[src/rtl/uart_reg_bridge_pkg.sv]
// uart_reg_bridge_pkg
//   Shared constants and state type for the UART register bridge.
//   - CMD_WRITE / CMD_READ : host command bytes
//   - RSP_ACK / RSP_NAK    : response bytes
//   - state_t              : bridge FSM state encoding
package uart_reg_bridge_pkg;

  localparam logic [7:0] CMD_WRITE = 8'h57;  // 'W'
  localparam logic [7:0] CMD_READ  = 8'h52;  // 'R'
  localparam logic [7:0] RSP_ACK   = 8'h06;
  localparam logic [7:0] RSP_NAK   = 8'h15;

  typedef enum logic [2:0] {
    IDLE,
    GET_ADDR,
    GET_DATA,
    REG_WR,
    REG_RD,
    RD_CAP,
    SEND,
    WAIT_DONE
  } state_t;

endpackage

[src/rtl/uart_reg_bridge.sv]
// uart_reg_bridge
//   Decodes host command frames from the UART receiver byte stream
//   ('W' addr data / 'R' addr), performs 8-bit register accesses on a
//   local strobe bus and returns a one-byte response (ACK, read data or
//   NAK) through the transmitter start/done handshake.
//
//   Ports:
//     i_clk, i_rst                  clock, async active-high reset
//     i_rx_new, i_rx_err, i_rx_data receiver byte stream / framing error
//     o_tx_start, o_tx_data,
//     i_tx_done                     transmitter handshake
//     o_reg_addr, o_reg_wdata,
//     o_reg_we, o_reg_re,
//     i_reg_rdata                   register bus (rdata sampled one
//                                   cycle after o_reg_re)
//     o_busy                        state is not IDLE
//     o_frame_err                   bad command / rx error / timeout pulse
//
//   Build option: UART_REG_BRIDGE_TIMEOUT_EN enables the inter-byte
//   timeout (p_timeout_cycles); without it a partial frame waits forever.
module uart_reg_bridge
  import uart_reg_bridge_pkg::*;
#(
  parameter int unsigned p_timeout_cycles = 100000
) (
  input  logic       i_clk,
  input  logic       i_rst,
  input  logic       i_rx_new,
  input  logic       i_rx_err,
  input  logic [7:0] i_rx_data,
  output logic       o_tx_start,
  output logic [7:0] o_tx_data,
  input  logic       i_tx_done,
  output logic [7:0] o_reg_addr,
  output logic [7:0] o_reg_wdata,
  output logic       o_reg_we,
  output logic       o_reg_re,
  input  logic [7:0] i_reg_rdata,
  output logic       o_busy,
  output logic       o_frame_err
);

  state_t     state, state_n;
  logic       cmd_write, cmd_write_n;
  logic [7:0] addr_n, wdata_n, tx_data_n;
  logic       we_n, re_n, start_n, err_n;
  logic       timeout;

`ifdef UART_REG_BRIDGE_TIMEOUT_EN
  localparam int unsigned CW = (p_timeout_cycles > 2) ? $clog2(p_timeout_cycles) : 1;
  logic [CW-1:0] to_cnt;
  logic          in_frame;

  assign in_frame = (state == GET_ADDR) || (state == GET_DATA);

  always_ff @(posedge i_clk or posedge i_rst) begin
    if (i_rst) begin
      to_cnt <= '0;
    end else if (!in_frame || i_rx_new || i_rx_err) begin
      to_cnt <= '0;
    end else begin
      to_cnt <= to_cnt + CW'(1);
    end
  end

  assign timeout = in_frame && (to_cnt == CW'(p_timeout_cycles - 1));
`else
  assign timeout = 1'b0;
`endif

  always_comb begin
    state_n     = state;
    cmd_write_n = cmd_write;
    addr_n      = o_reg_addr;
    wdata_n     = o_reg_wdata;
    tx_data_n   = o_tx_data;
    err_n       = 1'b0;

    case (state)
      IDLE: begin
        if (i_rx_err) begin
          err_n     = 1'b1;
          tx_data_n = RSP_NAK;
          state_n   = SEND;
        end else if (i_rx_new) begin
          if (i_rx_data == CMD_WRITE) begin
            cmd_write_n = 1'b1;
            state_n     = GET_ADDR;
          end else if (i_rx_data == CMD_READ) begin
            cmd_write_n = 1'b0;
            state_n     = GET_ADDR;
          end else begin
            err_n     = 1'b1;
            tx_data_n = RSP_NAK;
            state_n   = SEND;
          end
        end
      end
      GET_ADDR: begin
        if (i_rx_err) begin
          err_n     = 1'b1;
          tx_data_n = RSP_NAK;
          state_n   = SEND;
        end else if (i_rx_new) begin
          addr_n  = i_rx_data;
          state_n = cmd_write ? GET_DATA : REG_RD;
        end else if (timeout) begin
          err_n   = 1'b1;
          state_n = IDLE;
        end
      end
      GET_DATA: begin
        if (i_rx_err) begin
          err_n     = 1'b1;
          tx_data_n = RSP_NAK;
          state_n   = SEND;
        end else if (i_rx_new) begin
          wdata_n = i_rx_data;
          state_n = REG_WR;
        end else if (timeout) begin
          err_n   = 1'b1;
          state_n = IDLE;
        end
      end
      REG_WR: begin
        tx_data_n = RSP_ACK;
        state_n   = SEND;
      end
      REG_RD:  state_n = RD_CAP;
      RD_CAP: begin
        tx_data_n = i_reg_rdata;
        state_n   = SEND;
      end
      // After an error the frame_err pulse occupies the first SEND cycle,
      // so SEND is held once and the start strobe follows one cycle later.
      SEND:    state_n = o_frame_err ? SEND : WAIT_DONE;
      WAIT_DONE: begin
        if (i_tx_done) state_n = IDLE;
      end
      default: state_n = IDLE;
    endcase

    // Strobes are registered: decode them from the upcoming state.
    we_n    = (state_n == REG_WR);
    re_n    = (state_n == REG_RD);
    start_n = (state_n == SEND) && !err_n;
  end

  always_ff @(posedge i_clk or posedge i_rst) begin
    if (i_rst) begin
      state       <= IDLE;
      cmd_write   <= 1'b0;
      o_reg_addr  <= '0;
      o_reg_wdata <= '0;
      o_tx_data   <= '0;
      o_reg_we    <= 1'b0;
      o_reg_re    <= 1'b0;
      o_tx_start  <= 1'b0;
      o_frame_err <= 1'b0;
    end else begin
      state       <= state_n;
      cmd_write   <= cmd_write_n;
      o_reg_addr  <= addr_n;
      o_reg_wdata <= wdata_n;
      o_tx_data   <= tx_data_n;
      o_reg_we    <= we_n;
      o_reg_re    <= re_n;
      o_tx_start  <= start_n;
      o_frame_err <= err_n;
    end
  end

  assign o_busy = (state != IDLE);

endmodule

[config.mk]
export PLATFORM = sky130hd
export DESIGN_NAME = uart_reg_bridge
export DESIGN_NICKNAME = d
export VERILOG_FILES = /design/src/rtl/uart_reg_bridge_pkg.sv /design/src/rtl/uart_reg_bridge.sv
export SDC_FILE = /design/constraint.sdc
export NUM_CORES = 1
export LEC_CHECK = 0
export CORE_MARGIN = 5
export CORE_UTILIZATION = 41
export DETAILED_ROUTE_END_ITERATION = 12
export PLACE_DENSITY = 0.83
export SYNTH_ARGS = -nofsm -noshare
export SYNTH_HDL_FRONTEND = slang
export SYNTH_SLANG_ARGS = --single-unit
[constraint.sdc]
create_clock -name i_clk -period 1.5 [get_ports i_clk]
set_input_delay 0.3 -clock i_clk [delete_from_list [all_inputs] [get_ports i_clk]]
set_output_delay 0.3 -clock i_clk [all_outputs]
set_load 0.01 [all_outputs]
### Track usage over the die, run 1

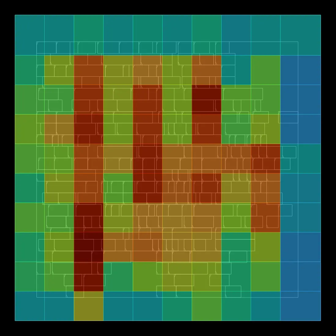
global routing usage on met1: 0.199
GRT Overall Usage: 0.178
Final Util: 0.695

### Wires at chosen ports, followed through buffers, run 1

(4 px per um)
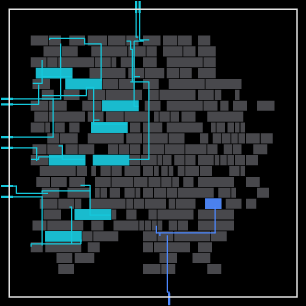
colour	port	bits	direction	end cells	buffers	wire
blue	o_busy	1	output	1	1	38.8 um
cyan	o_reg_addr	8	output	8	8	317 um

==> run summary, run 1 <==
The following summarizes the physical implementation.

Run status
The flow ran to the end, but the final reports show violations. The checks that failed: setup timing.

Synthesis
The portion of synthesized cell area occupied by the leading cell type is 0.516. The cell area after synthesis is 1550 sq um. The number of cells reported by Yosys stat comes to 133. The chip area line in the Yosys stat output reads roughly 1600 sq um. The portion of netlist area occupied by mux cells is 0.126.

Per the synthesis report, the simple-gate share of the synthesized area is 0.147. The average instance in the mapped netlist occupies 11.7 sq um. The proportion of synthesized chip area in sequential cells is 0.516. The commonest register cell after synthesis is sky130_fd_sc_hd__dfrtp_1. Of the total synthesized cell area, the portion taken by full adders, half adders and majority gates is 0. The biggest combinational cell group after synthesis is AND-OR/OR-AND gates. The cell-mix breakdown from Yosys lists the compound-gate area share as 0.154. sky130_fd_sc_hd__dfrtp_1 is the most common cell in the netlist.

Synthesis produced a netlist whose cell count is roughly 130. Per the synthesis report, the dominant area consumer among library cells is sky130_fd_sc_hd__dfrtp_1. Counting flops with a built-in enable in the synthesized netlist gives 0. When the netlist entered floorplanning its net count stood at 154. Sorting the synthesized cells by area gives the leading types as sky130_fd_sc_hd__dfrtp_1, sky130_fd_sc_hd__mux2_2, sky130_fd_sc_hd__buf_6.

Final layout
Non-clock inverters in the final layout number 5. The fraction of final cell area spent on clock buffers and inverters in this run is 0.0364. The largest registers in the layout are o_reg_addr x8, o_reg_wdata x8, o_tx_data x8. The logic share of the area is 0.303.

There are 32 flip-flops and latches. Relative to the synthesized area, the layout overhead comes to 64.0%. The multi-input logic cell count is 90.

In the final layout, the fill cell count is 254. Of the total standard cell area in the layout, the sequential portion is 0.314. The finished layout holds 265 standard cells, fillers aside. The number of antenna diodes in the final layout is 0. The final instance area is 2550 sq um. Counting plain and timing-repair buffers in the layout gives 82.

The layout clock buffer count is 6. The library cells used most frequently in the layout, excluding fill and tap cells, are sky130_fd_sc_hd__dfrtp_1, sky130_fd_sc_hd__buf_4, sky130_fd_sc_hd__dlymetal6s2s_1. The area used by sequential logic in the layout is 801 sq um.

The most common logic cell in the final layout is sky130_fd_sc_hd__dfrtp_1.

Power
The script extracted a total leakage power of around 1.4 nW. The clock group share of total power is 0.144. Switching power as a fraction of the total was reported as 0.355. The sequential logic power is 0.00144 W. In this run, power in the clock network comes to about 0.0007 W. The maximum VDD drop is 0.969 mV. The part of the power in registers is 0.306.

The switching component of the power was reported as 0.00168 W. The combinational group share of total power is 0.550. The leading power group is combinational logic. The cell-internal power is 0.00304 W. The power in combinational cells is 0.00260 W.

Critical path
Counting cells, the worst reg-to-reg path comes to 6. The type of element capturing the critical path is an output port. The maximum single-stage delay on the critical path is 0.41 ns. The worst setup path endpoint is o_busy. Looking at the setup timing report, the critical path kind is register to output port. The startpoint type of the worst setup path is a register. The launching point of the worst reg2reg path is state[0]$_DFF_PP0_.

The cell sequence reported for the critical path is buf_4 -> or3_4 -> buf_6. The cell with the largest stage delay on the worst path is sky130_fd_sc_hd__dfrtp_1. The maximum fanout count along the critical path is 2. The number of stages on the worst setup path is 3. Per STA, the startpoint of the critical path is state[1]$_DFF_PP0_. At the worst endpoint, the arrival time is approximately 1.3 ns.

The endpoint identified for the worst register-to-register timing path is o_tx_start$_DFF_PP0_. The script reports the combined buffer and inverter count of the critical path as 2. The timing report attributes the biggest portion of critical-path delay to flip-flops. The setup check on the worst reg-to-reg path leaves a slack of -0.10 ns.

Clock tree
The number of setup buffers added after CTS is 2. The clock tree from TritonCTS is done. The register clock-pin slew on the reported worst setup and hold paths is 0.07 ns. The clock buffer count from CTS is 5. Clock tree synthesis selected as its root buffer the cell sky130_fd_sc_hd__clkbuf_8. The count of instances resized after the clock tree is built is 33. The number of buffers on the longest clock path is 2. The number of buffers added to fix hold violations after cts is 0. Per the CTS log, the maximum H-tree level is 2. The clock net in this run drives a total of 32 sinks. The later pin in the worst-skew pair is clocked with a latency of 0.29 ns.

Die
The well tap count is 48. The number of top-level pins is approximately 50. The die boundary height is around 70 um. After floorplanning, the die was sized to cover just over 5000 sq um. The total core area is 3660 sq um. The horizontal die dimension is 71.5 um. At the floorplan stage, the core utilization is reported as 0.424.

GRT
The first global-routing pass estimated around 7 mm of wire. The most congested layer reported by global routing is met2. The met2 track demand over resource is 0.309. The pin count of the biggest net entering global routing is 19. Routing resource usage on met3 recorded by global route was 0.0435. The number of global-route vias before repair is 1483. After global routing the overflow that remains totals 0.

Drt
The number of vias per cell is 5.18. The average detailed-routed wire length per instance is ~17 um. Per the detail_route report, DRC violations left total 0.

The first detailed-routing pass took 4 iterations. The routed length on met1 is 1.71 mm. Once detail routing completed, the nets flagged for antenna violations numbered 0. The met2 layer wire length in the routed design is roughly 2.5 mm.

The overall via count from detail_route is 1372. The uppermost layer routed is met4. The final wirelength is 4.53 mm. The detailed router reports a met3 wire length of between 200 and 250 um.

Placement
The number of cells after detailed placement is 251. The worst-case setup slack after placement is -0.416 ns. The final weighted congestion recorded by global placement is 0.847.

Final timing
Looking at the max-slew report, the worst-margin pin has a slew of 0.293 ns. The upper clock frequency limit is 611 MHz. The routed design could run at a clock period as short as 1.64 ns. The number of hold-slack violations in the final timing report is 0. The relative slew slack is 0.804.

The setup TNS is -0.372 ns. Setup repair after global routing could not meet its margin everywhere. Clock skew on the completed layout was measured at 0.00745 ns. Across all setup checks in the final design, the least slack found is -0.138 ns. In the final report, the number of endpoints failing setup comes to 7.

The final worst hold slack is around 0.32 ns.

Worst hold path
Hold analysis lists the worst path endpoint as o_reg_wdata[1]$_DFFE_PP0P_. The number of cells on the worst hold path is 2. The worst min-delay path category is input pin to register. The start point of the worst min-delay path is i_rx_data[1].

Run
The total of max-cap violations is 0. The OpenROAD warning count is 28.
### Local utilization, run 1

(4 px per um) The die is cut into 7 by 7 equal tiles; dark blue is low, red is high, 0 to 100% covered.
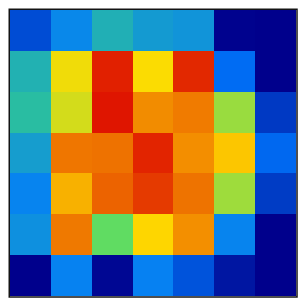
mean over tiles	49%
densest ninth of the die	centre
nearly empty tiles	14%
fullest tile	98%
tiles over 75% full	35%

==> run 2: changes to the inputs <==
--- a/config.mk
+++ b/config.mk
@@ -6,9 +6,10 @@
 export NUM_CORES = 1
 export LEC_CHECK = 0
 export CORE_MARGIN = 5
-export CORE_UTILIZATION = 41
+export CORE_UTILIZATION = 49
 export DETAILED_ROUTE_END_ITERATION = 12
-export PLACE_DENSITY = 0.83
+export PLACE_DENSITY = 0.92
+export SKIP_LAST_GASP = 1
 export SYNTH_ARGS = -nofsm -noshare
 export SYNTH_HDL_FRONTEND = slang
 export SYNTH_SLANG_ARGS = --single-unit
==> constraint.sdc (replaced) <==
create_clock -name i_clk -period 1.9 [get_ports i_clk]
set_input_delay 0.38 -clock i_clk [delete_from_list [all_inputs] [get_ports i_clk]]
set_output_delay 0.38 -clock i_clk [all_outputs]
set_load 0.01 [all_outputs]
==> run 2 against run 1 <==
Compared with the run above:
- the flow now finishes without violations
- first-iteration DRC count grew 91%
- clock-buffer cell count rose by 2
- sequential power decreased by 23%
- via count is 6.5% lower
- clock power fell by 41%
- cell count shrank 9.1%
- critical endpoint unchanged
==> run summary, run 2 <==
The following summarizes the physical implementation.

Clock tree
The count of clock tree sinks is 32. The clock tree from TritonCTS is done. The latest clock arrival within the worst-skew pair is 0.35 ns. The register clock-pin slew on the reported worst setup and hold paths is 0.10 ns. The number of buffers on the longest clock path is 2. Once the clock tree was built, the setup fixing pass inserted 0 buffers. The tree is rooted in a sky130_fd_sc_hd__clkbuf_4. The number of clock buffers added by TritonCTS is 5. The number of buffers added to fix hold violations after cts is 0.

Synthesis
By area the synthesized netlist is led by sky130_fd_sc_hd__dfrtp_1, sky130_fd_sc_hd__mux2_2, sky130_fd_sc_hd__buf_6. The cell-mix breakdown from Yosys lists the simple-gate area share as 0.147. The synthesized netlist was found by Yosys to have 133 cells. The chip area in the Yosys report is 1550 sq um. The cell area after synthesis is 1550 sq um.

The biggest area contributor in the post-synthesis netlist is sky130_fd_sc_hd__dfrtp_1. The mean instance size in the synthesized netlist is 11.7 sq um. In the synthesized netlist the dominant register cell turns out to be sky130_fd_sc_hd__dfrtp_1.

The top cell type by instance count after synthesis is sky130_fd_sc_hd__dfrtp_1. The share of synthesized cell area in and-or and or-and compound cells is 0.154. The proportion of synthesized chip area in sequential cells is 0.516.

The number of nets produced by synthesis is 154. Grouping non-sequential cells by family puts the most area in AND-OR/OR-AND gates. The post-synth count of flops with an enable pin is 0. Of the total synthesized cell area, the portion taken by full adders, half adders and majority gates is 0. For reference, the mux area share after synthesis is 0.126. Of the post-synthesis cell area, the dominant cell type holds 0.516.

Drt
The routed design shows a via density per instance of approximately 5.3. The DRC violation count after routing is 0. The detailed-routing iteration count for the pre-antenna-repair pass is 4. The uppermost layer routed is met4. Per the detail_route log, met2 wirelength is 1.89 mm. Per the detail_route report, routed wire per instance is 15.2 um. The overall via count from detail_route is 1283. Wire segments on met3 add up to 320 um in the final route. In the per-layer breakdown of the detailed-route log, met1 shows 1.43 mm. The final wirelength is 3.67 mm.

The detail route stage leaves a number of antenna-violating nets equal to 0.

Power
The power report lists the sequential group at 0.00111 W. The power report puts the net switching power at 0.00112 W. Of the total power, the share spent switching nets is 0.347. The dominant power group in this design is combinational logic. For this design the static power due to leakage is 0.995 nW. Of the total power, combinational logic draws 0.530.

Of the total power, registers draw 0.345. The internal power of the cells totals roughly 0.0021 W. The maximum VDD drop is roughly 0.8 mV. The power report attributes to the clock group a share of 0.125.

Run status
The run finished with clean final reports.

Final timing
The worst clock skew is 0.0199 ns. In the final timing run, aggregate negative setup slack is 0 ns. The number of endpoints failing setup at the final stage is 0. The final timing report lists a max-slew violation count of 0.

The transition at the pin with the smallest max-transition slack is 0.387 ns. The final worst hold slack is 0.404 ns. Subtracting the final worst setup slack from the clock period gives 1.83 ns. Setup repair after global routing left no endpoint under its margin. Static timing analysis puts the maximum clock frequency at 547 MHz. Endpoints failing hold in the final report were tallied at 0.

Final layout
The layout clock buffer count is 8. Across the whole layout, storage elements account for 801 sq um. The layout report gives the multi-input gate share of total cell area as 0.305. Of all the cell area in the finished design, the clock network holds 0.0267. The fill cell total of the finished layout is 231. The most instantiated logic cell after routing is sky130_fd_sc_hd__clkdlybuf4s50_1. The sequential portion of the cell area is 0.363. Leaving out the clock tree, the finished layout contains a buffer count of 62.

Ranking logic cells in the layout by count gives the top entries sky130_fd_sc_hd__clkdlybuf4s50_1, sky130_fd_sc_hd__dfrtp_1, sky130_fd_sc_hd__mux2_2. The largest registers in the layout are o_reg_addr x8, o_reg_wdata x8, o_tx_data x8. The number of antenna repair diodes is 0. Per the layout report, the design carries 5 non-clock inverters.

The finished layout holds around 240 standard cells, fillers aside. The multi-input logic cell count is 90. The final instance area is 2210 sq um.

There are 32 flip-flops and latches.

Critical path
The worst setup path is captured at an output port. The minimum setup slack among reg-to-reg paths is 0.20 ns. In this run the worst path has a maximum fanout of 2. Listed in order, past its start point the critical path passes or3_2 -> clkdlybuf4s15_1. The data arrival time at the worst-slack endpoint is approximately 1.5 ns. The setup path with the least slack is of type register to output port.

The report puts the cell count of the worst reg-to-reg path at 6. The timing report attributes the biggest portion of critical-path delay to simple AND/OR/NAND/NOR gates. The timing startpoint of the critical path is state[2]$_DFF_PP0_.

The capturing point of the worst reg2reg path is o_tx_start$_DFF_PP0_. The critical path's slowest stage uses the library cell sky130_fd_sc_hd__or3_2. The worst setup path is launched from a register. The launching point of the worst reg2reg path is state[1]$_DFF_PP0_.

Die
The horizontal die dimension is 66.3 um. The die is 66.3 um tall. Per the OpenROAD floorplan log, the area of the die is 4390 sq um. During tapcell insertion the tool placed roughly 44 well taps. about 50 I/O pins were placed.

Worst hold path
The worst min-delay path category is input pin to asynchronous set/reset pin.

Run
The OpenROAD warning count is 26.

GRT
Entering global routing, the biggest net connects 33 pins. The global-route total usage across every layer is 0.188. The number of global-route vias before repair is 1344. The global-route wire length before repair is 6.22 mm.

For met1 alone, demand over resource in global routing was 0.211. The met2 track demand over resource is 0.325. For this run, global-route usage on met3 was measured as 0.0816. After global routing, the most crowded layer is met2.

Placement
The worst-case setup slack after placement is -0.0541 ns. The number of cells after detailed placement is between 200 and 250. The weighted congestion at the end of routability-driven global placement is roughly 0.95.
### Wires at chosen ports, followed through buffers, run 2

(4 px per um)
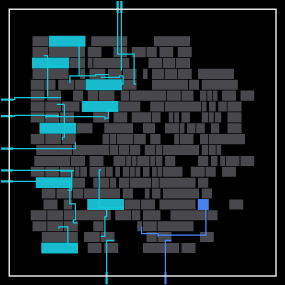
colour	port	bits	direction	end cells	buffers	wire
blue	o_busy	1	output	1	1	35.0 um
cyan	o_reg_addr	8	output	8	8	256 um

### Local utilization, run 2

(6 px per um) The die is cut into 7 by 7 equal tiles; dark blue is low, red is high, 0 to 100% covered.
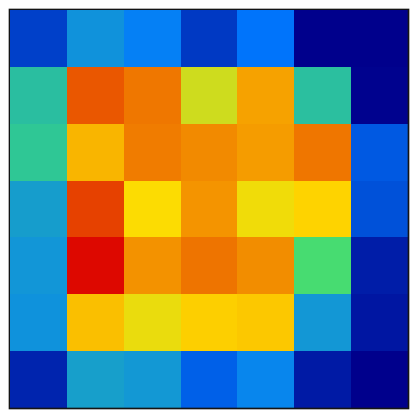
mean over tiles	49%
fullest tile	99%
emptiest ninth of the die	south-east
CORE AREA: 3050 sq um
Final Util: 0.723
initial cell density of the core: 0.509

Power figures rest on the tool's default switching activity, not on a simulated workload.
